--- src/rtl/divide_shift_sub_pkg.sv ---
// Shared definitions for the shift-subtract divider: FSM state encoding and
// the quotient pattern reported on divide-by-zero.
package divide_shift_sub_pkg;

  typedef logic [1:0] state_t;

  localparam state_t ST_IDLE = 2'd0;
  localparam state_t ST_RUN  = 2'd1;
  localparam state_t ST_DONE = 2'd2;

  // Wide enough for any practical operand width; users slice the low n bits.
  localparam int              MAX_W      = 64;
  localparam logic [MAX_W-1:0] Q_ALL_ONES = '1;

endpackage

--- src/rtl/divide_shift_sub_if.sv ---
// Request/result bundle of the divider: start with operands in, quotient,
// remainder and status out.
interface divide_shift_sub_if #(parameter int n = 4);

  logic         start;
  logic [n-1:0] A;
  logic [n-1:0] B;
  logic [n-1:0] Q;
  logic [n-1:0] R;
  logic         busy;
  logic         done;
  logic         dbz;

  modport master (output start, A, B, input Q, R, busy, done, dbz);
  modport slave  (input start, A, B, output Q, R, busy, done, dbz);

endinterface

--- src/rtl/divide_shift_sub_div_step.sv ---
// One restoring-division iteration: shift in the next dividend bit, compare
// against the divisor and subtract when it fits.
module div_step #(
  parameter int n = 4
) (
  input  logic [n:0]   partial,
  input  logic         msb,
  input  logic [n-1:0] divisor,
  output logic [n:0]   partial_nxt,
  output logic         qbit
);

  logic [n:0] shifted;
  logic [n:0] dvs_ext;
  logic       unused_partial_top;

  // The top bit is always zero after a restoring step, so it is shifted out.
  assign unused_partial_top = partial[n];
  assign shifted            = {partial[n-1:0], msb};
  assign dvs_ext            = {1'b0, divisor};
  assign qbit               = (shifted >= dvs_ext);
  assign partial_nxt        = qbit ? (shifted - dvs_ext) : shifted;

endmodule

--- src/rtl/divide_shift_sub.sv ---
// Iterative unsigned divider, one quotient bit per clock, MSB first, with
// back-to-back acceptance from DONE and a one-cycle divide-by-zero path.
module divide_shift_sub
  import divide_shift_sub_pkg::*;
#(
  parameter int n = 4
) (
  input  logic              clk,
  input  logic              rst,
  divide_shift_sub_if.slave bus
);

  localparam int CW = (n > 1) ? $clog2(n) : 1;

  state_t       state;
  logic [n:0]   part;
  logic [n-1:0] dvd;
  logic [n-1:0] dvs;
  logic [CW-1:0] cnt;
  logic [n-1:0] q_r;
  logic [n-1:0] r_r;
  logic         dbz_r;

  logic [n:0]   part_nxt;
  logic         qbit;
  logic         accept;

  div_step #(.n(n)) u_step (
    .partial     (part),
    .msb         (dvd[n-1]),
    .divisor     (dvs),
    .partial_nxt (part_nxt),
    .qbit        (qbit)
  );

  assign accept = bus.start && (state != ST_RUN);

  always_ff @(posedge clk or posedge rst) begin
    if (rst) begin
      state <= ST_IDLE;
      part  <= '0;
      dvd   <= '0;
      dvs   <= '0;
      cnt   <= '0;
      q_r   <= '0;
      r_r   <= '0;
      dbz_r <= 1'b0;
    end else if (state == ST_RUN) begin
      // Dividend bits leave at the top while quotient bits fill in at the bottom.
      part <= part_nxt;
      dvd  <= {dvd[n-2:0], qbit};
      cnt  <= cnt - 1'b1;
      if (cnt == '0) begin
        state <= ST_DONE;
        q_r   <= {dvd[n-2:0], qbit};
        r_r   <= part_nxt[n-1:0];
        dbz_r <= 1'b0;
      end
    end else if (accept) begin
      if (bus.B == '0) begin
        state <= ST_DONE;
        q_r   <= Q_ALL_ONES[n-1:0];
        r_r   <= bus.A;
        dbz_r <= 1'b1;
      end else begin
        state <= ST_RUN;
        dvd   <= bus.A;
        dvs   <= bus.B;
        part  <= '0;
        cnt   <= CW'(n - 1);
      end
    end else begin
      state <= ST_IDLE;
    end
  end

  assign bus.busy = (state == ST_RUN);
  assign bus.done = (state == ST_DONE);
  assign bus.Q    = q_r;
  assign bus.R    = r_r;
  assign bus.dbz  = dbz_r;

endmodule

--- src/flat_wrapper.sv ---
// flat-port wrapper written by rule: the top's interface ports become plain ports
module divide_shift_sub_flat import divide_shift_sub_pkg::*;
#(
  parameter int n = 4
)
  (clk, rst, bus_start, bus_A, bus_B, bus_Q, bus_R, bus_busy, bus_done, bus_dbz);
  divide_shift_sub_if #(.n(n)) bus_i ();
  input  logic clk;
  input  logic rst;
  input wire logic [$bits(bus_i.start)-1:0] bus_start;
  input wire logic [$bits(bus_i.A)-1:0] bus_A;
  input wire logic [$bits(bus_i.B)-1:0] bus_B;
  output wire logic [$bits(bus_i.Q)-1:0] bus_Q;
  output wire logic [$bits(bus_i.R)-1:0] bus_R;
  output wire logic [$bits(bus_i.busy)-1:0] bus_busy;
  output wire logic [$bits(bus_i.done)-1:0] bus_done;
  output wire logic [$bits(bus_i.dbz)-1:0] bus_dbz;
  assign bus_i.start = bus_start;
  assign bus_i.A = bus_A;
  assign bus_i.B = bus_B;
  assign bus_Q = bus_i.Q;
  assign bus_R = bus_i.R;
  assign bus_busy = bus_i.busy;
  assign bus_done = bus_i.done;
  assign bus_dbz = bus_i.dbz;
  divide_shift_sub #(.n(n)) u_core (.clk(clk), .rst(rst), .bus(bus_i));
endmodule
--- config.mk ---
export PLATFORM = sky130hd
export DESIGN_NAME = divide_shift_sub_flat
export DESIGN_NICKNAME = d
export VERILOG_FILES = /design/src/rtl/divide_shift_sub_pkg.sv /design/src/rtl/divide_shift_sub_if.sv /design/src/rtl/divide_shift_sub_div_step.sv /design/src/rtl/divide_shift_sub.sv /design/src/flat_wrapper.sv
export SDC_FILE = /design/constraint.sdc
export NUM_CORES = 1
export LEC_CHECK = 0
export CORE_AREA = 2 2 60 62
export DETAILED_ROUTE_END_ITERATION = 16
export DIE_AREA = 0 0 62 64
export PLACE_DENSITY = 0.68
export SLEW_MARGIN = 20
export SYNTH_ARGS = -nofsm -noshare
export SYNTH_HDL_FRONTEND = slang
export SYNTH_SLANG_ARGS = --single-unit
--- constraint.sdc ---
create_clock -name clk -period 1.8 [get_ports clk]
set_input_delay 0.36 -clock clk [delete_from_list [all_inputs] [get_ports clk]]
set_output_delay 0.36 -clock clk [all_outputs]
set_load 0.01 [all_outputs]
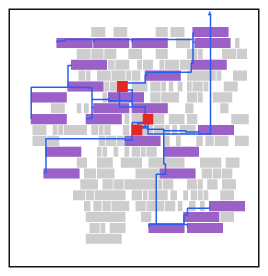
(images/clock_map.png)
Scale: 4 px per um.
red -> cells driving clock nets  # count 3
blue -> clock wires  # length 301 um
purple -> flip-flops  # count 25
routed clock nets = 4
clk latency late pin: 0.32 ns
worst clock skew: 0.00487 ns
Clock group: 0.000261 W

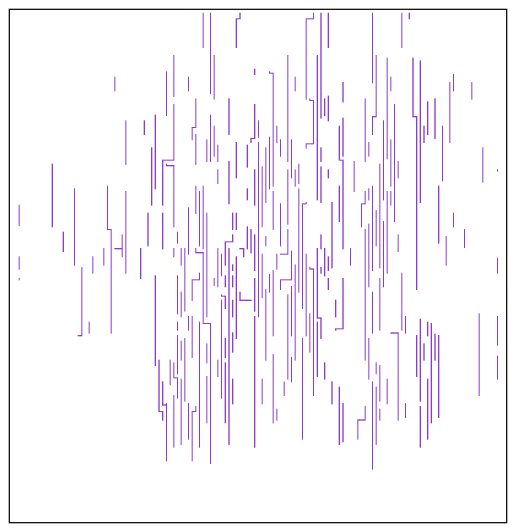
(images/met2.png)
Scale: 8 px per um.
main direction = vertical
share of all routed wire = 48%
longest straight run = 24.5 um
nets with wire on the layer = 163
final wirelength: 2850 um
met2 global-route usage: 0.254
via count: 1060

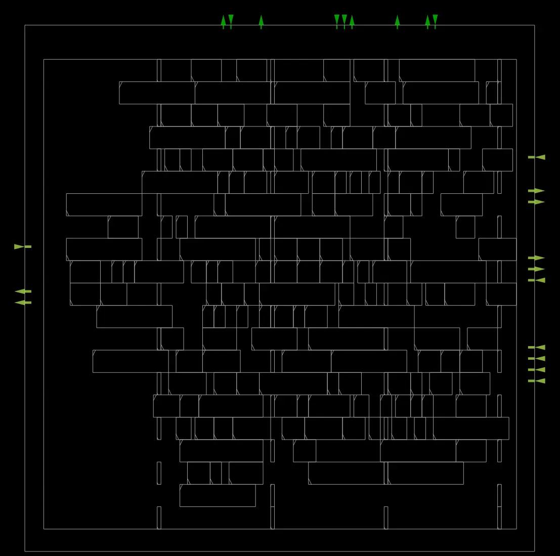
(images/final_placement.png)
Rows: 21
# Taps: 46
Fill cells: 295

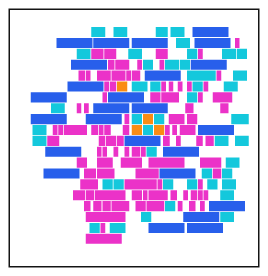
(images/cell_classes.png)
Scale: 4 px per um.
magenta -> all other logic  # cells 95, share of their area 40%
cyan -> other buffers and delay cells  # cells 45, share of their area 23%
blue -> flip-flops  # cells 25, share of their area 35%
orange -> clock drivers and dummy loads  # cells 4, share of their area 1.7%
Core ar.: 3280 um2
Core Util, Final: 0.557
sequential cell area share: 0.342
Final Instance Area: 1830 um2

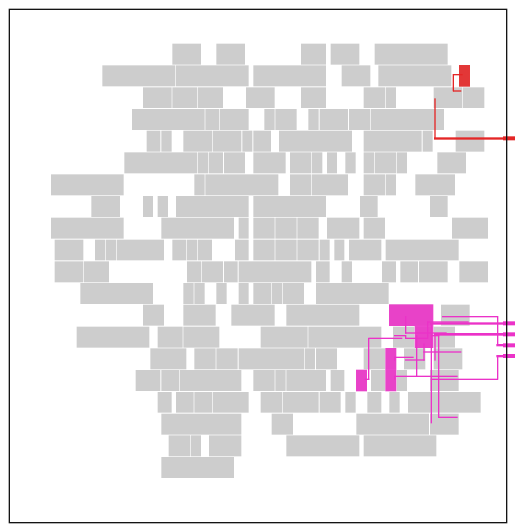
(images/port_nets.png)
Scale: 8 px per um.
magenta -> bus_B  # bits 4, direction input, edge right, end cells 5, wire 123 um
red -> rst  # bits 1, direction input, edge right, end cells 1, wire 17.5 um
IO Port Bufs: 21
I/O Pins: 22

==> results.cfg <==
; generated from flow reports
[outcome]
status = finished, violations left
violations = negative setup slack

[final_timing]
tightest_slew_ns = 0.320
hold_violations = 0
timing.final.ws_setup_ns = -0.00933
setup_viol = 2
drv_slew = 0

[global_routing]
grt_pass1_vias = 1079
grtUsageMet1 = 0.223
grt_pass1_wl_um = 4890
grt_max_degree = 26

[floorplan]
fp.dieW_um = 62
die_area_um2 = 3970

[worst_setup_path]
rrSetupSlack_ns = -0.009
rr_worst_depth = 6
crit_path_max_incr_delay_ns = 0.44
end_kind = flop
critPathRequiredTime_ns = 2.05

[finish]
register_area_um2 = 626
sh_comb_area = 0.367
drive_gt1_frac = 0.284
area_delta_synth_final_pct = 41.1
seq_cell_count = 25

[yosys]
synthCells = 124

[cts]
cts_tree = built
hold_buffers = 0
path_clk_slew_ns = 0.15
h-tree-depth = 1
numCtsBuffers = 3
cts_setup_buffers = 2

[pwr]
vdd_drop_max_v = 0.000682

[place]
place_hpwl_um = 2230

[worst_hold_path]
hold_path.class = primary input to asynchronous set/reset pin

[routing]
post_drt_wl_per_cell_um = 13.2
met3WireLength_um = 88
[metrics by stage]
step,std cells,TNS (ns),setup WS [ns],hold slack [ns]
floorplan,124,0,0.00776,0.387
global placement,207,-1.90,-0.167,0.461
detailed placement,207,-2.69,-0.211,0.478
CTS,213,-0.0194,-0.0185,0.377
global route,215,-0.197,-0.0683,0.414
finish,215,-0.0147,-0.00933,0.370
[logic make-up (layout without fill, tap and decap cells)]
family,count (synthesis),after routing,synth area share
simple gates,47,47,0.177
mux,6,6,0.0550
flops,25,25,0.483
xor+xnor,1,1,0.00676
fa+ha+maj,6,6,0.0637
buf+inv,13,58,0.0540
compound gates,26,26,0.161
[report_power, final]
group	switching (W)	internal, W	total, W
logic	0.00110	0.00129	0.00239
clock network	0.000177	0.0000848	0.000261
registers	0.000170	0.000832	0.00100
total	0.00145	0.00220	0.00365
No activity file was given, so power comes from the tool's default toggle rates.
